**Run 1: cell classes on the final placement**

Bar = 50 microns. Fill, decap, tap and diode cells in grey.
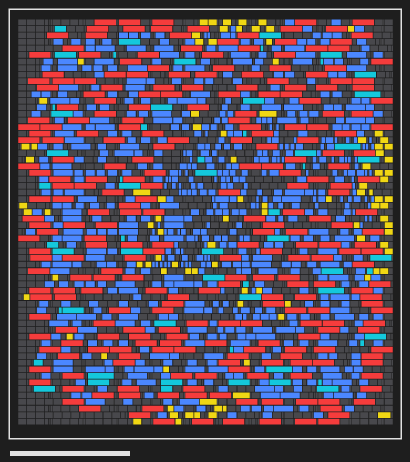
**Run 1: congestion heat map**

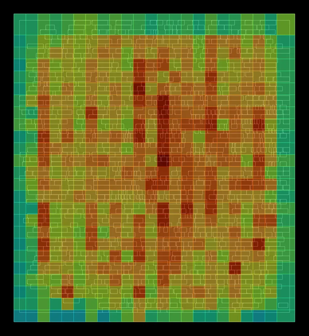
**Run 1: metal 1**

Supply wires on this layer in grey.
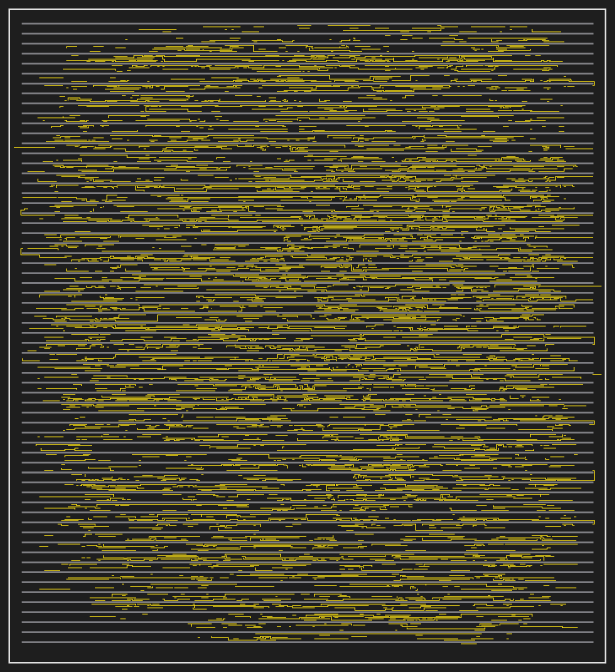
**Run 1: the metal 4 layer**

Bar = 50 microns. Supply wires on this layer in grey.
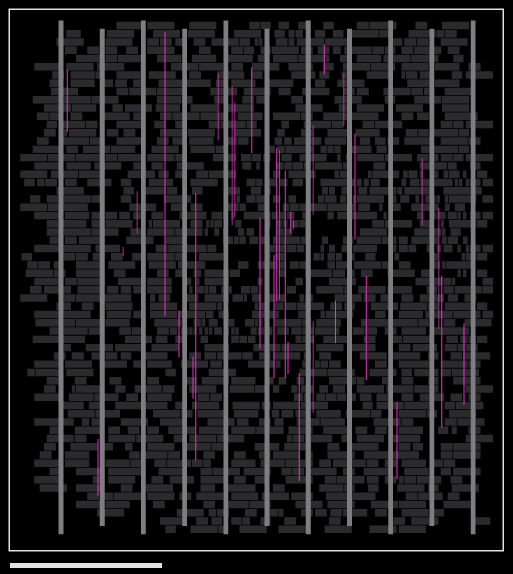
<file path="src/rtl/operand_stage_if.sv">
// Port bundle between the issue controller and operand_stage: issue request,
// write-back from the ALU result path, and the registered ALU operands.
interface operand_stage_if #(
  parameter int WIDTH = 8,
  parameter int AW    = 5
);
  logic             issue_valid;
  logic             stall;
  logic [AW-1:0]    rs_addr;
  logic [AW-1:0]    rt_addr;
  logic [WIDTH-1:0] imm;
  logic             use_imm;
  logic             alu_ctrl_in;
  logic             wb_en;
  logic [AW-1:0]    wb_addr;
  logic [WIDTH-1:0] wb_data;
  logic [WIDTH-1:0] input1;
  logic [WIDTH-1:0] input2;
  logic             alu_ctrl;
  logic             op_valid;

  modport master (
    output issue_valid, stall, rs_addr, rt_addr, imm, use_imm, alu_ctrl_in,
    output wb_en, wb_addr, wb_data,
    input  input1, input2, alu_ctrl, op_valid
  );

  modport slave (
    input  issue_valid, stall, rs_addr, rt_addr, imm, use_imm, alu_ctrl_in,
    input  wb_en, wb_addr, wb_data,
    output input1, input2, alu_ctrl, op_valid
  );
endinterface

</file>
<file path="src/rtl/operand_stage.sv">
// Register file plus registered ALU operand stage with write-back bypass and immediate select.
// Issue to valid operands is one cycle; stall freezes the operand register, write-back never stalls.
module operand_stage #(
  parameter int WIDTH = 8,
  parameter int NREGS = 32,
  parameter int AW    = 5
) (
  input  logic           clk,
  input  logic           n_reset,
  operand_stage_if.slave bus
);

  localparam logic [AW:0] NREGS_L = (AW+1)'(NREGS);

  logic [WIDTH-1:0] regs_q [NREGS];
  logic [WIDTH-1:0] regs_d [NREGS];

  logic [WIDTH-1:0] input1_q, input1_d;
  logic [WIDTH-1:0] input2_q, input2_d;
  logic             alu_ctrl_q, alu_ctrl_d;
  logic             op_valid_q, op_valid_d;

  logic             wb_ok;
  logic             rs_ok;
  logic             rt_ok;
  logic [WIDTH-1:0] rs_val;
  logic [WIDTH-1:0] rt_val;

  // r0 and addresses beyond the implemented file are neither writable nor readable
  function automatic logic addr_ok(input logic [AW-1:0] a);
    return (a != '0) && ({1'b0, a} < NREGS_L);
  endfunction

  always_comb begin
    wb_ok  = bus.wb_en && addr_ok(bus.wb_addr);
    rs_ok  = addr_ok(bus.rs_addr);
    rt_ok  = addr_ok(bus.rt_addr);
    rs_val = '0;
    rt_val = '0;
    if (rs_ok) begin
      rs_val = (wb_ok && (bus.wb_addr == bus.rs_addr)) ? bus.wb_data : regs_q[bus.rs_addr];
    end
    if (rt_ok) begin
      rt_val = (wb_ok && (bus.wb_addr == bus.rt_addr)) ? bus.wb_data : regs_q[bus.rt_addr];
    end
  end

  always_comb begin
    regs_d = regs_q;
    if (wb_ok) begin
      regs_d[bus.wb_addr] = bus.wb_data;
    end
  end

  always_comb begin
    input1_d   = input1_q;
    input2_d   = input2_q;
    alu_ctrl_d = alu_ctrl_q;
    op_valid_d = op_valid_q;
    if (!bus.stall) begin
      op_valid_d = bus.issue_valid;
      if (bus.issue_valid) begin
        input1_d   = rs_val;
        input2_d   = bus.use_imm ? bus.imm : rt_val;
        alu_ctrl_d = bus.alu_ctrl_in;
      end
    end
  end

  always_ff @(posedge clk or negedge n_reset) begin
    if (!n_reset) begin
      regs_q     <= '{default: '0};
      input1_q   <= '0;
      input2_q   <= '0;
      alu_ctrl_q <= 1'b0;
      op_valid_q <= 1'b0;
    end else begin
      regs_q     <= regs_d;
      input1_q   <= input1_d;
      input2_q   <= input2_d;
      alu_ctrl_q <= alu_ctrl_d;
      op_valid_q <= op_valid_d;
    end
  end

  assign bus.input1   = input1_q;
  assign bus.input2   = input2_q;
  assign bus.alu_ctrl = alu_ctrl_q;
  assign bus.op_valid = op_valid_q;

endmodule
</file>
<file path="src/flat_wrapper.sv">
// flat-port wrapper written by rule: the top's interface ports become plain ports
module operand_stage_flat 
#(
  parameter int WIDTH = 8,
  parameter int NREGS = 32,
  parameter int AW    = 5
)
  (clk, n_reset, bus_issue_valid, bus_stall, bus_rs_addr, bus_rt_addr, bus_imm, bus_use_imm, bus_alu_ctrl_in, bus_wb_en, bus_wb_addr, bus_wb_data, bus_input1, bus_input2, bus_alu_ctrl, bus_op_valid);
  operand_stage_if #(.WIDTH(WIDTH), .AW(AW)) bus_i ();
  input  logic clk;
  input  logic n_reset;
  input wire logic [$bits(bus_i.issue_valid)-1:0] bus_issue_valid;
  input wire logic [$bits(bus_i.stall)-1:0] bus_stall;
  input wire logic [$bits(bus_i.rs_addr)-1:0] bus_rs_addr;
  input wire logic [$bits(bus_i.rt_addr)-1:0] bus_rt_addr;
  input wire logic [$bits(bus_i.imm)-1:0] bus_imm;
  input wire logic [$bits(bus_i.use_imm)-1:0] bus_use_imm;
  input wire logic [$bits(bus_i.alu_ctrl_in)-1:0] bus_alu_ctrl_in;
  input wire logic [$bits(bus_i.wb_en)-1:0] bus_wb_en;
  input wire logic [$bits(bus_i.wb_addr)-1:0] bus_wb_addr;
  input wire logic [$bits(bus_i.wb_data)-1:0] bus_wb_data;
  output wire logic [$bits(bus_i.input1)-1:0] bus_input1;
  output wire logic [$bits(bus_i.input2)-1:0] bus_input2;
  output wire logic [$bits(bus_i.alu_ctrl)-1:0] bus_alu_ctrl;
  output wire logic [$bits(bus_i.op_valid)-1:0] bus_op_valid;
  assign bus_i.issue_valid = bus_issue_valid;
  assign bus_i.stall = bus_stall;
  assign bus_i.rs_addr = bus_rs_addr;
  assign bus_i.rt_addr = bus_rt_addr;
  assign bus_i.imm = bus_imm;
  assign bus_i.use_imm = bus_use_imm;
  assign bus_i.alu_ctrl_in = bus_alu_ctrl_in;
  assign bus_i.wb_en = bus_wb_en;
  assign bus_i.wb_addr = bus_wb_addr;
  assign bus_i.wb_data = bus_wb_data;
  assign bus_input1 = bus_i.input1;
  assign bus_input2 = bus_i.input2;
  assign bus_alu_ctrl = bus_i.alu_ctrl;
  assign bus_op_valid = bus_i.op_valid;
  operand_stage #(.WIDTH(WIDTH), .NREGS(NREGS), .AW(AW)) u_core (.clk(clk), .n_reset(n_reset), .bus(bus_i));
endmodule
</file>
<file path="config.mk">
export PLATFORM = sky130hd
export DESIGN_NAME = operand_stage_flat
export DESIGN_NICKNAME = d
export VERILOG_FILES = /design/src/rtl/operand_stage_if.sv /design/src/rtl/operand_stage.sv /design/src/flat_wrapper.sv
export SDC_FILE = /design/constraint.sdc
export NUM_CORES = 1
export LEC_CHECK = 0
export CORE_ASPECT_RATIO = 1.1
export CORE_MARGIN = 3
export CORE_UTILIZATION = 55
export DETAILED_ROUTE_END_ITERATION = 6
export PLACE_DENSITY_LB_ADDON = 0.08
export SLEW_MARGIN = 5
export SYNTH_ARGS = -nofsm -noshare
export SYNTH_HDL_FRONTEND = slang
export SYNTH_SLANG_ARGS = --single-unit
</file>
<file path="constraint.sdc">
create_clock -name clk -period 4.5 [get_ports clk]
set_input_delay 0.9 -clock clk [delete_from_list [all_inputs] [get_ports clk]]
set_output_delay 0.9 -clock clk [all_outputs]
set_load 0.01 [all_outputs]
</file>
==> impl_metrics.json, run 1 <==
{
  "tightest_slew_ps": 1160,
  "slew_headroom_pct": 22.6,
  "clk_latency_ps": 560,
  "io_buffers": 55,
  "drive_gt1_share_pct": 40.6,
  "irDropWorstVdd_v": 0.000288,
  "yosysCellCount": 1033,
  "leakagePower_nw": 7.25,
  "area_growth_pct": 13.6,
  "gp_congestion": 1.01,
  "clock-sinks": 274,
  "critical_path_class": "input port to register",
  "rows": 62,
  "regToRegSetupSlack_ps": 2330,
  "critPathLaunchType": "input port",
  "design_area_sq_um": 16800,
  "startpoint": "bus_rs_addr[3]",
  "met3_usage_pct": 4.51,
  "yosysTopAreaCell": "dfrtp_1",
  "tool_warnings": 28,
  "clockBufferDepth": 3,
  "yosysWarnings": 0,
  "grt_max_degree": 114,
  "rr_endpoint": "u_core.bus.input2[1]",
  "post_cts_resized": 0,
  "whs_ps": 403,
  "hold_violations": 0,
  "pre_cts_slack_ps": 1010,
  "cts.clk_slew.worst_paths_ps": 60,
  "drtPass1Iterations": 5,
  "cp_cell_sequence": "clkdlybuf4s50_1 > or3_1 > o31a_1 > nor4bb_1 > buf_4 > a22oi_1 > o31ai_1",
  "fin_cells": 1443,
  "drc": 0,
  "use_met2_pct": 48.0,
  "root_buffer": "clkbuf_16",
  "gr-total-overflow": 0,
  "met1_usage_pct": 41.8,
  "cts_tree": "built",
  "dpl.hpwl_microns": 28100,
  "status": "completed",
  "postRouteAntennaNets": 0,
  "rsz0062_at_grt": "false",
  "min_from": "u_core.regs_q[253]",
  "ys_async_sr_fraction_pct": 100,
  "synth_cell_types": 50,
  "path_depth": 7,
  "fin_crit_sh_pct": 66.2,
  "critPathTopFamily": "buffers and inverters",
  "die-area_sq_um": 28800,
  "chipHeight_microns": 178,
  "r2r_start": "u_core.regs_q[1]",
  "antenna_found_initial": 4,
  "ys_chip_area_sq_um": 14800,
  "fp_util_pct": 56.1,
  "ys_seq_elements": 274,
  "timing.setup.tns_ps": 0,
  "cts_buffers": 31,
  "finalSetupViolCount": 0,
  "clock_skew_ps": 13.6,
  "endpoint": "u_core.bus.input1[4]",
  "common_cells": "274 x dfrtp_1, 232 x mux2_2, 108 x mux4_2",
  "power_per_cell_area_nw_per_um2": 447,
  "dpl_cell_area_sq_um": 15700,
  "ys_seq_share_pct": 46.5,
  "cp.required_ps": 4970,
  "edf_count": 0,
  "maxCapViolCount": 0,
  "synth_area_sq_um": 14800,
  "crit_arrival_ps": 3450,
  "die_width_microns": 162,
  "endpoint_kind": "register",
  "wl_per_cell_microns": 29.1,
  "synth_cells": 1033,
  "drtIter0Drc": 911,
  "synth_top_area_share_pct": 46.5,
  "top_cells_by_area": "dfrtp_1 46%, mux2_2 18%, mux4_2 16%",
  "cp_slowest_stage_delay_ps": 860,
  "floorplan.nets": 1071,
  "top_cell": "dfrtp_1",
  "crit_buf_inv": 2,
  "avgViaCountPerCell": 6.70,
  "grt_first_pass_wirelength_microns": 62800,
  "hold_class": "register to register",
  "slew_violations": 0,
  "worst_slack_ps": 1520,
  "final.min_clock_period_ps": 2980,
  "post_cts_buffers": 0,
  "hold_buffers": 0,
  "coreArea_sq_um": 26300,
  "grt_busiest_layer": "met2",
  "routed_wl_microns": 41900,
  "cts_max_level": 1,
  "critical_path.max_fanout": 15,
  "ff2ff_path_depth": 5,
  "fmax_ghz": 0.336,
  "syn_area_per_cell_sq_um": 14.3,
  "io_pins": 56,
  "num_vias": 9665,
  "slowest_stage": "clkdlybuf4s50_1",
  "nets": 1104,
  "n_antenna_cell": 0,
  "ys.flop_type": "dfrtp_1",
  "numPlacedInstances": 1385,
  "grt_pass1_vias": 9650
}
## Picture notes: 'cell classes on the final placement'
Key: all other logic = blue [cells 661, share of their area 46%]; other buffers and delay cells = yellow [cells 98, share of their area 5.6%]; flops = red [cells 274, share of their area 42%]; clock drivers and dummy loads = cyan [cells 58, share of their area 6.7%]

## Picture notes: 'congestion heat map'
Total GRT Usage: 29.3%
Core Util, Final: 63.8%

## Picture notes: 'metal 1'
The longest straight run is 77.7 microns. The layer carries 17600 microns of wire. 1021 nets have wire on it.

## Picture notes: 'the metal 4 layer'
The longest straight run is 93.2 microns. The wires run mostly vertical. 23 nets have wire on it.

-- run 1: kinds of logic after synthesis --
group	count (synthesis)	share of synthesized area [%]
AOI/OAI and AO/OA	101	5.04
xor gates and xnor gates	10	0.593
buffers and inverters	98	2.93
DFF	274	46.5
muxes	442	41.3
and+or+nand+nor	108	3.70
-- run 1: cells in the final DEF (no fill, tap or decap), drive strengths merged, types with 4 or more instances in the layout --
| master | count |
|---|---|
| clkinv | 5 |
| nor2 | 35 |
| o22ai | 13 |
| nand3 | 5 |
| xor2 | 6 |
| a22o | 5 |
| a211oi | 15 |
| a21oi | 4 |
| nand3b | 4 |
| or3 | 6 |
| mux2i | 82 |
| nor2b | 8 |
| a22oi | 9 |
| clkbuf | 43 |
| nand2 | 27 |
| mux4 | 108 |
| xnor2 | 4 |
| buf | 49 |
| o21ai | 19 |
| bufinv | 5 |
| dfrtp | 274 |
| a311oi | 8 |
| a221o | 5 |
| clkdlybuf4s50 | 49 |
| a2111oi | 10 |
| o221ai | 5 |
| mux2 | 252 |
-- run 1: where the power goes --
group / switching (mW) / internal, mW
registers: 0.349 / 2.93
logic: 0.671 / 0.874
clock network: 1.04 / 1.64
total: 2.06 / 5.44
-- run 1: cell type report --
| type | count | area [sq um] |
|---|---|---|
| fillers | 1970 | 9530 |
| clock inverters | 15 | 218 |
| clock buffers | 43 | 871 |
| well taps | 352 | 440 |
| multi-input cells | 661 | 7470 |
| repair buffers | 98 | 911 |
| flip-flops and latches | 274 | 6860 |
-- run 1: worst reg2reg max path, delay by kind of cell, from the launching register on --
| family | cells | cell delay, ps |
|---|---|---|
| flops | 1 | 380 |
| mux | 3 | 1010 |
| compound gates | 2 | 650 |
-- run 1: layer usage --
layer  wire length [microns]  part of all wire (%)  vias up
li1                        -                     -     4064
met1                   17600                    42     5113
met2                   20200                    48      412
met3                    3100                   7.4       72
met4                    1030                   2.5        4
met5                      25                 0.060        -
-- run 1: worst min path at each step --
| stage | slack [ps] | depth (start not counted) | to |
|---|---|---|---|
| CTS | 400 | 0 | u_core.regs_q[253] |
| global placement | 380 | 0 | u_core.regs_q[254] |
| detailed placement | 390 | 0 | u_core.regs_q[255] |
| floorplan | 440 | 1 | u_core.regs_q[251] |
| finish | 400 | 0 | u_core.regs_q[253] |
| global route | 420 | 0 | u_core.regs_q[248] |
-- run 1: flip-flops by register name (all words and copies together) (netlist names) --
name / count
u_core.bus.alu_ctrl: 1
u_core.bus.input1: 8
u_core.bus.input2: 8
u_core.bus.op_valid: 1
u_core.regs_q: 256
-- run 1: per-stage QoR --
stage          util [%]  power (mW)
2_1_floorplan         -        4.25
3_3_place_gp       59.6        4.79
3_5_place_dp       59.6        4.84
4_1_cts            63.8        7.52
5_1_grt            63.8        7.78
6_report           63.8        7.50
--- run 2 (diff from run 1) ---
- clock period: 4.5 -> 2.87 ns (I/O delays scaled with it)
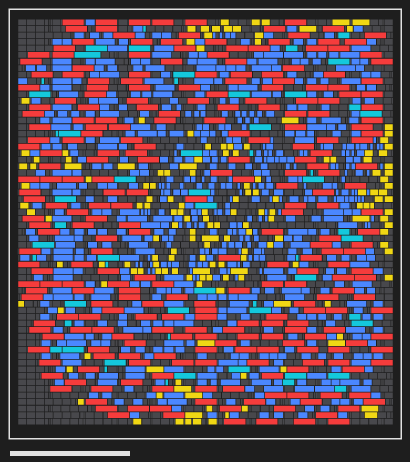
**Above:** run 2 (cell classes on the final placement).
Bar = 50 microns. Fill, decap, tap and diode cells in grey.
Key: flops = red [cells 274, share of their area 41%]; other buffers and delay cells = yellow [cells 166, share of their area 9.5%]; all other logic = blue [cells 661, share of their area 44%]; clock drivers and dummy loads = cyan [cells 55, share of their area 5.9%]

==> run 2 against run 1 <==
Against the previous run: sequential power increased by 57%; worst setup slack got worse by 990 ps; sequential share of layout area decreased by 1.4 points; synthesized area unchanged; critical path type unchanged; largest power group unchanged.
==> impl_metrics.json, run 2 <==
{
  "critPathLaunchType": "input port",
  "slew_violations": 0,
  "post_cts_buffers": 0,
  "rows": 62,
  "clock-sinks": 274,
  "crit_arrival_ps": 2740,
  "ys_seq_share_pct": 46.5,
  "ys.flop_type": "dfrtp_1",
  "postRouteAntennaNets": 0,
  "ys_seq_elements": 274,
  "drive_gt1_share_pct": 43.8,
  "drtPass1Iterations": 5,
  "coreArea_sq_um": 26300,
  "wl_met2_microns": 20900,
  "top_layer": "met4",
  "grt_pass1_vias": 10100,
  "top_logic_kind": "multiplexers",
  "yosysTopAreaCell": "dfrtp_1",
  "rsz0062_at_grt": "false",
  "routed_wl_microns": 43100,
  "clockBufferDepth": 3,
  "post_cts_resized": 0,
  "lay_top_count": "dfrtp_1",
  "tightest_slew_ps": 894,
  "edf_count": 0,
  "simple_gate_share_pct": 3.70,
  "grt_first_pass_wirelength_microns": 65600,
  "yosysCellCount": 1033,
  "clk_latency_ps": 560,
  "critical_path_class": "input port to register",
  "post-route-util_pct": 66.1,
  "tool_warnings": 26,
  "power_per_cell_area_nw_per_um2": 664,
  "synth_top_area_share_pct": 46.5,
  "finalSetupViolCount": 0,
  "cp.required_ps": 3280,
  "antenna_found_initial": 1,
  "common_cells": "274 x dfrtp_1, 232 x mux2_2, 108 x mux4_2",
  "dpl.hpwl_microns": 30500,
  "grt_max_degree": 95,
  "synth_area_sq_um": 14800,
  "yosysWarnings": 0,
  "rr_endpoint": "u_core.bus.input2[0]",
  "io_pins": 56,
  "ff2ff_path_depth": 5,
  "irDropWorstVdd_v": 0.000508,
  "cts.clk_slew.worst_paths_ps": 60,
  "synth_cell_types": 50,
  "fp_util_pct": 56.1,
  "synth_cells": 1033,
  "die-area_sq_um": 28800,
  "cts_tree": "built",
  "die_width_microns": 162,
  "largest_reg_flops": 256,
  "final_cell_mix": "274 x dfrtp_1, 232 x mux2_2, 108 x mux4_2, 95 x buf_4, 82 x mux2i_1",
  "slew_headroom_pct": 40.2,
  "synthXorXnorAreaFrac_pct": 0.593,
  "wl_met3_microns": 2640,
  "pre_cts_slack_ps": -16.2,
  "hold_class": "input port to async pin",
  "syn_area_per_cell_sq_um": 14.3,
  "avgViaCountPerCell": 6.56,
  "top_cells_by_area": "dfrtp_1 46%, mux2_2 18%, mux4_2 16%",
  "root_buffer": "clkbuf_16",
  "worst_slack_ps": 534,
  "regToRegSetupSlack_ps": 680,
  "startpoint": "bus_wb_addr[2]",
  "yosys.area_share.aoi_pct": 5.04,
  "wl_per_cell_microns": 28.6,
  "r2r_start": "u_core.regs_q[8]",
  "fin_crit_sh_pct": 81.4,
  "drtIter0Drc": 949,
  "critical_path.max_fanout": 8,
  "cts_max_level": 1,
  "endpoint_kind": "register",
  "io_buffers": 55,
  "gp_congestion": 1.07,
  "clock_skew_ps": 17.5,
  "cts_buffers": 30,
  "gr-total-overflow": 0,
  "status": "completed",
  "fin_cells": 1509,
  "largest_register": "u_core.regs_q",
  "maxCapViolCount": 0,
  "ys_chip_area_sq_um": 14800,
  "hold_violations": 0,
  "num_vias": 9894,
  "chipHeight_microns": 178,
  "ys_sh_mux_pct": 41.3,
  "area_growth_pct": 17.7,
  "grt_usage_pct": 30.6,
  "numPlacedInstances": 1453,
  "ys_async_sr_fraction_pct": 100,
  "final.min_clock_period_ps": 2340,
  "fmax_ghz": 0.428,
  "top_cell": "dfrtp_1",
  "leakagePower_nw": 7.60,
  "hold_buffers": 0,
  "nets": 1171,
  "wl_met1_microns": 18200,
  "drc": 0,
  "ys_sh_adder_pct": 0,
  "floorplan.nets": 1071
}
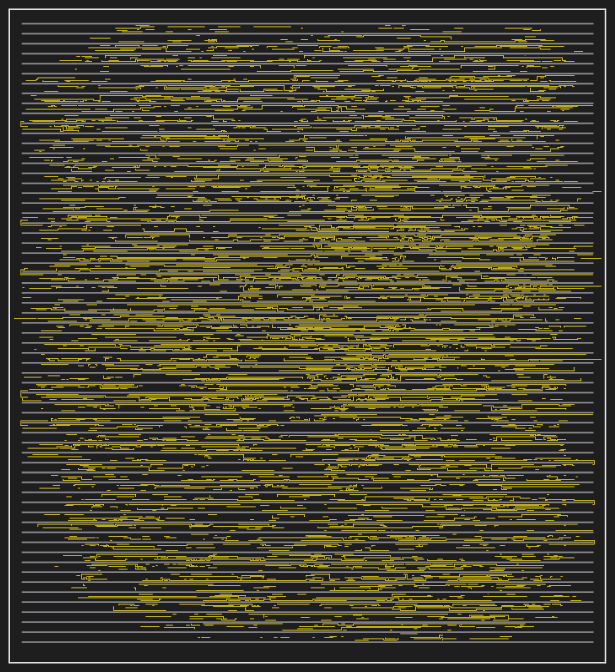
**Above:** run 2 (metal 1).
Supply wires on this layer in grey.
The wires run mostly horizontal. 1075 nets have wire on it. The longest straight run is 94.8 microns. The layer holds 42% of the routed length.

-- run 2: cell counts after synthesis --
No cell type changed its count.
-- run 2: worst max-delay path by stage --
| stage | end | slack, ps | depth (start not counted) |
|---|---|---|---|
| floorplan | u_core.bus.input1[6] | 470 | 8 |
| global placement | u_core.bus.input1[4] | -10 | 8 |
| detailed placement | u_core.bus.input1[1] | -20 | 8 |
| CTS | u_core.bus.input1[4] | 570 | 8 |
| global route | u_core.bus.input2[0] | 460 | 7 |
| finish | u_core.bus.input2[0] | 530 | 7 |
-- run 2: worst max-delay path, cell delays in order --
cell             delay, ps
clkdlybuf4s50_1        470
buf_4                  210
nor3_1                 350
a211oi_1               150
a41o_1                 370
a2111oi_0              510
a311oi_1               100
-- run 2: cell families (layout without fill, tap and decap cells) --
logic type,count (synthesis),in the layout
xor+xnor,10,10
buf+inv,98,221
other cells,0,1
flops,274,274
simple gates,108,108
compound gates,101,101
mux,442,442
-- run 2: layer usage --
layer	up-vias	GRT usage, %
li1	4189	-
met3	73	4.39
met1	5245	43.5
met4	0	9.49
met2	387	49.4
met5	-	0
-- run 2: through the flow --
step	hold slack, ps	instance area, sq um	TNS (ps)	total power [mW]
final	27.1	17400	0	11.5
after global routing	89.7	17400	0	12.0
after CTS	96.4	17400	0	11.6
after detailed placement	384	16400	-27.7	7.70
after global placement	387	16400	-9.93	7.62
after floorplan	278	14800	0	6.67
-- run 2: report_power, final --
part | internal, mW | switching [mW]
Combinational | 1.44 | 1.10
Sequential | 4.59 | 0.548
Clock | 2.29 | 1.56
Total | 8.32 | 3.21
-- run 2: cell type report --
class                      instances  area [sq um]
fill                            1878          8930
multi-input combinational        661          7470
sequential                       274          6860
timing repair buffer             166          1610
clock buffer                      49           933
tap                              352           440
clock inverter                     6          58.8
antenna                            1          2.50
No activity file was given, so power comes from the tool's default toggle rates.
